### config.mk
export PLATFORM = sky130hd
export DESIGN_NAME = fp8_prod_accum
export DESIGN_NICKNAME = d
export VERILOG_FILES = /design/src/rtl/fp8_prod_accum.sv
export SDC_FILE = /design/constraint.sdc
export NUM_CORES = 1
export LEC_CHECK = 0
export CORE_MARGIN = 8
export CORE_UTILIZATION = 61
export CTS_CLUSTER_DIAMETER = 80
export DETAILED_ROUTE_END_ITERATION = 10
export MAX_ROUTING_LAYER = met4
export PLACE_DENSITY = 0.88
export SYNTH_ARGS = -nofsm -noshare
export SYNTH_HDL_FRONTEND = slang
export SYNTH_SLANG_ARGS = --single-unit
### constraint.sdc
create_clock -name i_clk -period 5.51 [get_ports i_clk]
set_input_delay 1.102 -clock i_clk [delete_from_list [all_inputs] [get_ports i_clk]]
set_output_delay 1.102 -clock i_clk [all_outputs]
set_load 0.03 [all_outputs]
### src/rtl/fp8_prod_accum.sv
// rtl/fp8_prod_accum.sv - FP8 (E4M3) product to fixed-point accumulator, optional saturation via FP8_ACC_SAT_EN
module fp8_prod_accum #(
    parameter int EXP_BITS      = 4,
    parameter int MANTISSA_BITS = 3,
    parameter int BIAS          = 7,
    parameter int ACC_W         = 24,
    parameter int CNT_W         = 8
) (
    input  logic                    i_clk,
    input  logic                    i_rst_n,
    input  logic                    i_start,
    input  logic [CNT_W-1:0]        i_len,
    input  logic                    i_in_valid,
    input  logic [7:0]              i_in_data,
    output logic                    o_in_ready,
    output logic                    o_out_valid,
    output logic [ACC_W-1:0]        o_out_acc,
    input  logic                    i_out_ready,
    output logic                    o_busy,
    output logic                    o_ovf
);

    // Largest shifted magnitude: {1,M} moved up by the maximum exponent code.
    localparam int MAG_W = MANTISSA_BITS + 1 + (1 << EXP_BITS) - 1;

    if ((1 + EXP_BITS + MANTISSA_BITS) != 8 || BIAS >= (1 << EXP_BITS) || ACC_W <= MAG_W) begin : g_bad_cfg
        $error("fp8_prod_accum: inconsistent format parameters");
    end

    typedef enum logic [1:0] {
        S_IDLE  = 2'd0,
        S_ACCUM = 2'd1,
        S_DONE  = 2'd2
    } state_t;

    state_t                   r_state;
    state_t                   w_state_nxt;
    logic signed [ACC_W-1:0]  r_acc;
    logic [CNT_W-1:0]         r_cnt;
    logic                     r_ovf;

    logic [EXP_BITS-1:0]      w_exp;
    logic [MANTISSA_BITS-1:0] w_man;
    logic                     w_sign;
    logic [MAG_W-1:0]         w_mag;
    logic signed [ACC_W:0]    w_mag_ext;
    logic signed [ACC_W:0]    w_term;
    logic signed [ACC_W:0]    w_sum;
    logic                     w_sum_ovf;
    logic signed [ACC_W-1:0]  w_acc_nxt;
    logic                     w_hs;

    assign w_sign = i_in_data[7];
    assign w_exp  = i_in_data[MANTISSA_BITS +: EXP_BITS];
    assign w_man  = i_in_data[MANTISSA_BITS-1:0];

    // Fixed-point LSB is 2^-(BIAS+MANTISSA_BITS), so the exponent code is the shift directly.
    assign w_mag     = (w_exp == '0) ? '0 : (MAG_W'({1'b1, w_man}) << w_exp);
    assign w_mag_ext = $signed({{(ACC_W + 1 - MAG_W){1'b0}}, w_mag});
    assign w_term    = w_sign ? -w_mag_ext : w_mag_ext;

    assign w_sum     = {r_acc[ACC_W-1], r_acc} + w_term;
    assign w_sum_ovf = w_sum[ACC_W] ^ w_sum[ACC_W-1];

`ifdef FP8_ACC_SAT_EN
    always_comb begin
        w_acc_nxt = w_sum[ACC_W-1:0];
        if (w_sum_ovf) begin
            w_acc_nxt = w_sum[ACC_W] ? {1'b1, {(ACC_W-1){1'b0}}} : {1'b0, {(ACC_W-1){1'b1}}};
        end
    end
`else
    assign w_acc_nxt = w_sum[ACC_W-1:0];
`endif

    assign w_hs = (r_state == S_ACCUM) && i_in_valid;

    always_ff @(posedge i_clk or negedge i_rst_n) begin
        if (!i_rst_n) begin
            r_state <= S_IDLE;
        end else begin
            r_state <= w_state_nxt;
        end
    end

    always_comb begin
        w_state_nxt = r_state;
        case (r_state)
            S_IDLE: begin
                if (i_start) begin
                    w_state_nxt = (i_len == '0) ? S_DONE : S_ACCUM;
                end
            end
            S_ACCUM: begin
                if (i_in_valid && r_cnt == CNT_W'(1)) begin
                    w_state_nxt = S_DONE;
                end
            end
            S_DONE: begin
                if (i_out_ready) begin
                    w_state_nxt = S_IDLE;
                end
            end
            default: w_state_nxt = S_IDLE;
        endcase
    end

    always_ff @(posedge i_clk or negedge i_rst_n) begin
        if (!i_rst_n) begin
            r_acc <= '0;
            r_cnt <= '0;
            r_ovf <= 1'b0;
        end else if (r_state == S_IDLE && i_start) begin
            r_acc <= '0;
            r_cnt <= i_len;
            r_ovf <= 1'b0;
        end else if (w_hs) begin
            r_acc <= w_acc_nxt;
            r_cnt <= r_cnt - CNT_W'(1);
            if (w_sum_ovf) begin
                r_ovf <= 1'b1;
            end
        end
    end

    assign o_in_ready  = (r_state == S_ACCUM);
    assign o_out_valid = (r_state == S_DONE);
    assign o_busy      = (r_state != S_IDLE);
    assign o_ovf       = r_ovf;
    assign o_out_acc   = r_acc;

endmodule

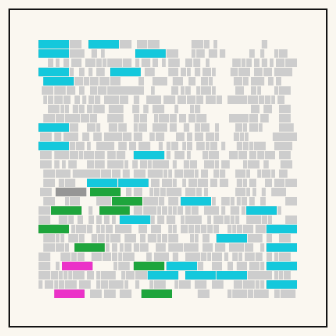
*Register map, names as in the netlist, run 1*
Other sequential cells in the stronger gray, the rest of the logic in the fainter gray.
legend:
  cyan:
    name_in_the_netlist: o_out_acc
    sequential_cells: 24
    where: widely spread
  green:
    name_in_the_netlist: r_cnt
    sequential_cells: 8
  magenta:
    name_in_the_netlist: r_state
    sequential_cells: 2

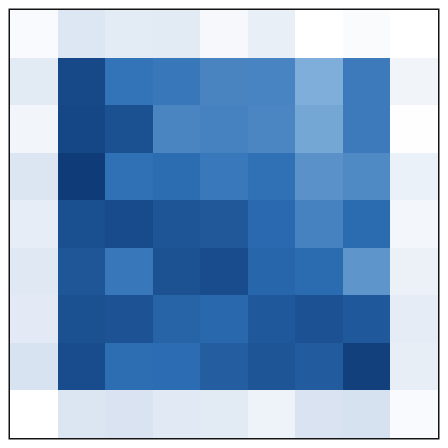
*Cell area per tile, run 1*
The die is cut into 9 by 9 equal tiles; white is low, dark blue is high, 0 to 100% covered.
nearly empty tiles: 4.9%
emptiest ninth of the die: top right
mean over tiles: 50%

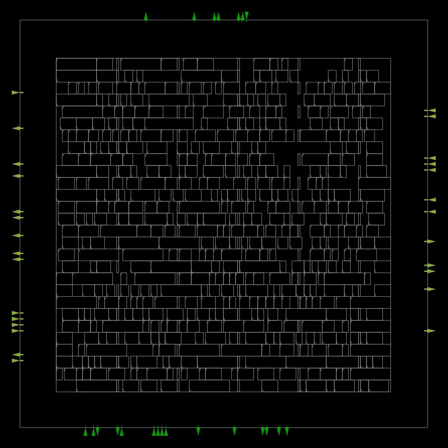
*Cell outlines without signal wires, run 1*
# Taps: 75
Std-Cell Rows: 28
sequential share of cell area: 19.65%
Filler Cell Count: 469

==> metrics.csv, run 1 <==
metric;value;unit
Top cell by count, worst path;a22o_1;
delay-heaviest family, CP;AND-OR/OR-AND gates;
synthesis area per yosys;3623;sq um
Synth flops;35;
Post-synth ARST share;100.0;%
Pleak;2.003;nW
Synth cell types;66;
Residual DRC;0;
OpenROAD warning count;29;
crit path max fanout;9;
# diodes;0;
first drt pass iteration count;6;
Dominant flop cell;dfrtp_1;
Clock-cell share;2.527;%
Yosys warning total;0;
relative slew slack;36.53;%
WP data arrival;5.41;ns
DIE HEIGHT;93.07;um
worst slew pin tran;0.9498;ns
flip-flops;35;
hold_buf cts;0;
Max-Cap Viols;0;
dpl ws;0.007138;ns
Num CTS Buffers;5;
RSZ-0062 raised after global routing;false;
slack of the critical path;0.2820;ns
outcome;complete, no violations;
Buffers excl. clock;75;
largest net degree at the start of global routing;36;
Synth Seq Share;24.17;%
Fmax;191.3;MHz
root cell of the clock tree;clkbuf_8;
total wire length;10740;um
Mapped Nets;526;
Final setup violation count;0;
crit start category;primary input;
power density over cell area;458.4;nW/um^2
crit path DRT;5.70;ns
Total GRT Usage;25.61;%
skew final;0.01355;ns
RePlAce Congestion;0.9512;
flip-flops with a built-in enable;0;
slowest CP cell;clkdlybuf4s50_1;
hold slack;0.5155;ns
Critical Path End Type;flop;
total number of vias;3896;
number of cells in Yosys stat;475;
total power;0.002043;W
WL per Instance;17.55;um
nets;587;
DR vias/cell;6.366;
CTS tree;done;
Logic inverters;19;
initial DRC count;362;
cell count after synthesis;475;
Non-Clock Buffer Area Fraction;15.67;%
Mean Syn Cell Area;7.628;sq um
Mapped Area;3623;sq um
vias in the first global route;3890;
HP Class;reg2reg;
Latency at later pin;0.30;ns
Chip Width;93.07;um
Worst-path clk slew;0.07;ns
critical path buffer and inverter count;1;
fraction of area in multi-input gates;58.45;%
Period minus WS final;5.228;ns
Die Area;8662;sq um
Syn-to-layout area delta;23.00;%
H-Tree Depth;2;
first-pass GRT wire length;17900;um
DP HPWL;8095;um
Setup TNS;0;ns
layout cell share with drive strength beyond 1;8.939;%
Core Region;5816;sq um
Logic Gate Count;400;
initial antenna violation count;0;
critical path class;in2reg;
total grt overflow;0;
Final Hold Violating Endpoints;0;
CLK BUF;5;
worst-path cell chain;clkdlybuf4s50_1 -> mux2_4 -> a22o_1 -> a21oi_2 -> nand3_1 -> nor2_1 -> and3_1 -> o22ai_1 -> a22o_1 -> ha_1 -> a21oi_1 -> or4b_1 -> a31oi_1 -> a21boi_1 -> o21a_1 -> or3_1 -> a32o_1;
slowest stage delay, CP;0.56;ns
Init Core Util;62.31;%
Gate Area;2605;sq um
antenna-violating nets left;0;
cycle use final;94.88;%
Top class by area;logic gates;
FF/Latch Area;875.8;sq um
Slew Viols, Final;0;
Max IR drop VDD;0.3697;mV
## run 1: kinds of logic after synthesis
group                    count (synthesis)  share of synthesized area [%]
AND-OR/OR-AND                          160                          29.49
XOR/XNOR                                25                          6.423
adder cells (fa/ha/maj)                 30                          10.57
buffers and inverters                   40                          4.351
flip-flops                              35                          24.17
multiplexers                             5                          1.554
other                                    2                         0.2073
AND/OR/NAND/NOR                        178                          23.24
## run 1: placed cells by master (no fill, tap or decap), types with 9 or more instances in the layout
master and instances:
nand2_1 70, clkdlybuf4s50_1 47, nor2_1 38, o21ai_0 37
a21oi_1 35, dfrtp_1 35, ha_1 29, buf_4 26
inv_1 18, xor2_1 13, nand2b_1 12, nand3_1 11
xnor2_1 11, nor2b_1 9, o21a_1 9
## run 1: sequential cells by signal, summed over array words and instances (netlist names)
name,flops
o_out_acc,24
o_ovf,1
r_cnt,8
r_state,2
## run 1: power breakdown
group          internal, W  switching, W
clock network     0.000135      0.000104
registers         0.000370      0.000107
logic             0.000553      0.000774
total              0.00106      0.000985
## run 1: what timing repair did
item                       CTS  global route
hold endpoints to repair     0             0
setup endpoints to repair    0             1
setup buffers                0             0
resized                      0             3
## run 1: layer usage
layer	wire length [um]	share of wire, %	GRT usage [%]	vias to the layer above
met5	0	0	-	-
met4	341	3.2	11.54	0
met3	663	6.2	4.647	40
met2	5186	48	42.37	171
met1	4546	42	29.62	1847
li1	-	-	-	1838
## run 1: final timing paths
| check | start | to | slack [ns] | depth (start not counted) |
|---|---|---|---|---|
| min in group asynchronous | i_rst_n | r_state[1] | 1.22 | 2 |
| setup / recovery | i_in_data[2] | o_out_acc[22] | 0.28 | 17 |
| hold / removal | o_out_acc[16] | o_out_acc[16] | 0.52 | 2 |
| hold reg to reg | o_out_acc[16] | o_out_acc[16] | 0.52 | 2 |
| max in group asynchronous | i_rst_n | o_out_acc[13] | 3.95 | 2 |
| setup reg to reg | o_out_acc[2] | o_out_acc[22] | 2.73 | 9 |
## run 1: cell usage after synthesis, types with 3 or more instances
cell type	n	area (sq um)
a211oi_1	3	22.52
a21boi_0	5	37.54
a21o_1	8	60.06
a21oi_1	35	175.2
a22o_1	6	52.55
a31oi_1	4	25.02
a32o_1	5	50.05
and2_1	5	31.28
and3_1	3	18.77
buf_2	3	15.01
clkbuf_1	16	60.06
dfrtp_1	35	875.8
ha_1	29	362.9
inv_1	18	67.56
mux2i_1	3	30.03
nand2_1	70	262.8
nand2b_1	12	75.07
nand3_1	11	55.05
nand4_1	5	31.28
nor2_1	39	146.4
nor2b_1	9	56.30
nor3_1	8	40.04
nor3b_1	4	30.03
o211ai_1	7	52.55
o21a_1	9	67.56
o21ai_0	37	185.2
o21ai_1	7	35.03
o22ai_1	3	18.77
o311ai_0	3	26.28
o31ai_1	6	45.04
or3_1	3	18.77
xnor2_1	11	96.34
xor2_1	13	113.9
## run 1: through the flow
stage / instances / instance area (sq um) / utilization [%]
6_report: 612 / 4457 / 76.64
5_1_grt: 612 / 4457 / 76.64
3_5_place_dp: 604 / 4329 / 74.44
3_3_place_gp: 604 / 4329 / 74.44
2_1_floorplan: 475 / 3623 / -
4_1_cts: 612 / 4442 / 76.38
### Metal 1, run 1

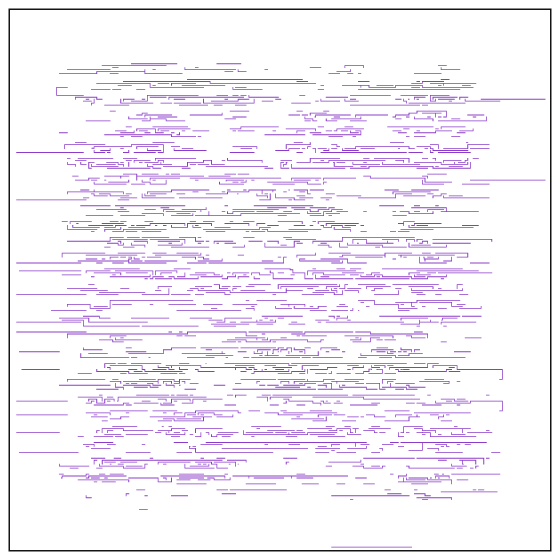

--- run 2 (diff from run 1) ---
--- a/config.mk
+++ b/config.mk
@@ -11,6 +11,7 @@
 export DETAILED_ROUTE_END_ITERATION = 10
 export MAX_ROUTING_LAYER = met4
 export PLACE_DENSITY = 0.88
+export SETUP_SLACK_MARGIN = 0.4
 export SYNTH_ARGS = -nofsm -noshare
 export SYNTH_HDL_FRONTEND = slang
 export SYNTH_SLANG_ARGS = --single-unit
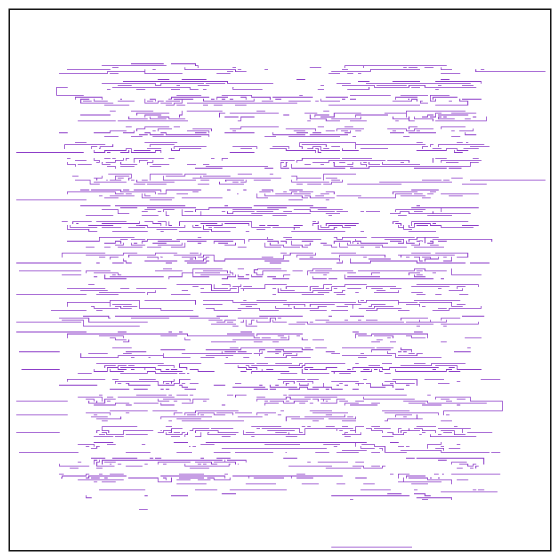
*Metal 1, run 2*
nets with wire on the layer: 553
main direction: horizontal

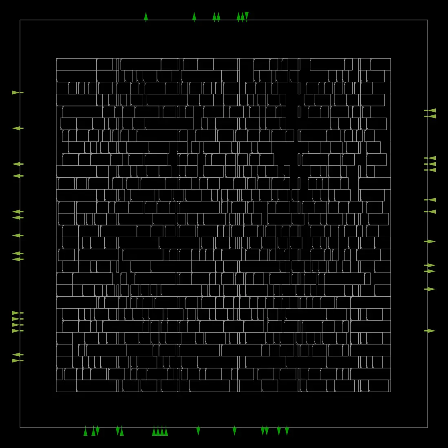
*Cell outlines without signal wires, run 2*
Final Util: 79.30%
sequential share of cell area: 18.99%
Filler Cell Count: 441
Layout Cells excl Fill: 620
Core Region: 5816 sq um

==> metrics.csv, run 2 <==
metric;value;unit
Max-area cell share;24.17;%
Worst-path clk slew;0.07;ns
DR vias/cell;6.492;
Final setup violation count;0;
Top cell by count, worst path;a21oi_1;
DP HPWL;8095;um
worst slew pin tran;0.9404;ns
cycle use final;90.17;%
initial antenna violation count;0;
outcome;complete, no violations;
Final Hold Violating Endpoints;0;
Reg2Reg Depth;9;
largest net degree at the start of global routing;36;
Post-synth ARST share;100.0;%
number of cells in Yosys stat;475;
Synth Seq Share;24.17;%
CTS tree;done;
flip-flops with a built-in enable;0;
r2r endpoint;o_out_acc[22];
total grt overflow;0;
WP data arrival;5.16;ns
Die Area;8662;sq um
initial DRC count;255;
max reg flops;24;
Mean Syn Cell Area;7.628;sq um
Total GRT Usage;25.99;%
nets;595;
Mapped Nets;526;
Synth flops;35;
synthesis area per yosys;3623;sq um
Mapped Area;3623;sq um
slowest CP cell;or4b_4;
OpenROAD warning count;29;
Chip Width;93.07;um
layout cell share with drive strength beyond 1;13.21;%
skew final;0.01575;ns
Residual DRC;0;
Top cell excl fill/tap;nand2_1;
Cell area leaders;dfrtp_1 24%, ha_1 10%, nand2_1 7.3%;
Slew Viols, Final;0;
Max IR drop VDD;0.3710;mV
crit path launch;i_in_data[4];
Setup crit end;o_out_acc[22];
Top cells excl fill/tap;69 x nand2_1, 42 x clkdlybuf4s50_1, 37 x nor2_1;
worst-path cell chain;dlygate4sd2_1 -> buf_12 -> and3b_1 -> a21oi_1 -> mux2_2 -> o31ai_4 -> and2_1 -> a211oi_1 -> a21oi_1 -> o21ai_1 -> ha_1 -> o21ai_2 -> a21oi_1 -> or4b_4 -> a31oi_4 -> a21boi_1 -> o21a_1 -> or3_1 -> a32o_1;
Yosys warning total;0;
# diodes;0;
hold slack;0.5197;ns
crit path max fanout;22;
RePlAce Congestion;0.9512;
RSZ-0062 raised after global routing;false;
crit start category;primary input;
reg-to-reg slack, setup;2.74;ns
Num CTS Buffers;5;
H-Tree Depth;2;
first drt pass iteration count;5;
placed insts;604;
critical path class;in2reg;
total number of vias;4025;
Latency at later pin;0.30;ns
relative slew slack;37.16;%
Period minus WS final;4.968;ns
top cells by count;70 x nand2_1, 39 x nor2_1, 37 x o21ai_0;
Boundary Pins;49;
top-count cell post-synth;nand2_1;
crit path DRT;5.70;ns
Init Core Util;62.31;%
Port Buffers;48;
cell count after synthesis;475;
Dominant flop cell;dfrtp_1;
root cell of the clock tree;clkbuf_8;
Critical Path End Type;flop;
WL per Instance;18.10;um
total wire length;11220;um
DIE HEIGHT;93.07;um
power density over cell area;460.9;nW/um^2
cell taking the most area after synthesis;dfrtp_1;
antenna-violating nets left;0;
Std-Cell Rows;28;
Max-Cap Viols;0;
Synth cell types;66;
reg2reg start;o_out_acc[2];
Pleak;2.082;nW
slowest stage delay, CP;0.51;ns
HP Class;reg2reg;
Syn-to-layout area delta;27.28;%
first-pass GRT wire length;18160;um
Setup TNS;0;ns
run 2: netlist changes by cell type in the layout (fill, tap and decap cells not counted), sizes merged:
| cell | change |
|---|---|
| buf | +8 |
| clkdlybuf4s50 | -5 |
| dlymetal6s2s | +3 |
| clkbuf | +1 |
| dlygate4sd2 | +1 |
run 2: final cells by class:
class	instances	area, sq um	share of cell area [%]
flip-flops and latches	35	875.8	18.99
repair buffers	83	760.7	16.49
well taps	75	93.84	2.035
multi-input cells	400	2698	58.49
clock inverters	3	43.79	0.9495
clock buffers	5	68.82	1.492
inverters	19	71.32	1.546
run 2: how the worst min path moves through the flow:
stage                     depth (start not counted)             to  slack (ns)          start
after floorplan                                   2       r_cnt[6]        0.49       r_cnt[6]
after global placement                            2          o_ovf        0.48          o_ovf
after detailed placement                          2          o_ovf        0.50          o_ovf
after CTS                                         2          o_ovf        0.52          o_ovf
after global routing                              2  o_out_acc[16]        0.55  o_out_acc[16]
final                                             2  o_out_acc[16]        0.52  o_out_acc[16]
run 2: layer usage:
layer	GRT usage, %	vias up	part of all wire [%]
met2	42.72	212	48
met3	4.808	49	7.2
met5	-	-	0
met4	11.54	0	3.4
met1	30.28	1907	41
li1	-	1857	-
run 2: critical path, delay by kind of cell:
kind | cells | cell delay, ns
compound gates | 11 | 1.78
fa+ha+maj | 1 | 0.31
buf+inv | 2 | 0.48
mux | 1 | 0.29
simple gates | 4 | 1.21
run 2: timing repair:
item,in CTS,in global routing
hold endpoints to repair,0,0
setup endpoints to repair,2,8
gates resized,6,25
pin swaps,0,7
cloned,0,1
setup buffers,0,7
hold buffers,0,0
run 2: logic make-up (layout without fill, tap and decap cells):
family / after synthesis / count (layout) / synth area share [%]
AND/OR/NAND/NOR: 178 / 178 / 23.24
AND-OR/OR-AND: 160 / 160 / 29.49
buffers and inverters: 40 / 110 / 4.351
flip-flops: 35 / 35 / 24.17
adder cells (fa/ha/maj): 30 / 30 / 10.57
XOR/XNOR: 25 / 25 / 6.423
multiplexers: 5 / 5 / 1.554
other: 2 / 2 / 0.2073
run 2: power breakdown:
part	leakage [nW]	internal [W]	switching, W	total (W)
clock network	0.0581	0.000135	0.000105	0.000239
logic	1.57	0.000597	0.000809	0.00141
registers	0.452	0.000370	0.000110	0.000480
total	2.08	0.00110	0.00102	0.00213
run 2: through the flow:
step | total power (W) | setup WS, ns | cell area [sq um] | utilization [%]
3_5_place_dp | 0.001779 | 0.007138 | 4329 | 74.44
2_1_floorplan | 0.001355 | 0.6194 | 3623 | -
4_1_cts | 0.002036 | 0.4046 | 4462 | 76.72
5_1_grt | 0.002269 | 0.2924 | 4612 | 79.30
3_3_place_gp | 0.001739 | 0.1184 | 4329 | 74.44
6_report | 0.002126 | 0.5417 | 4612 | 79.30
Power and IR drop assume default switching activity.
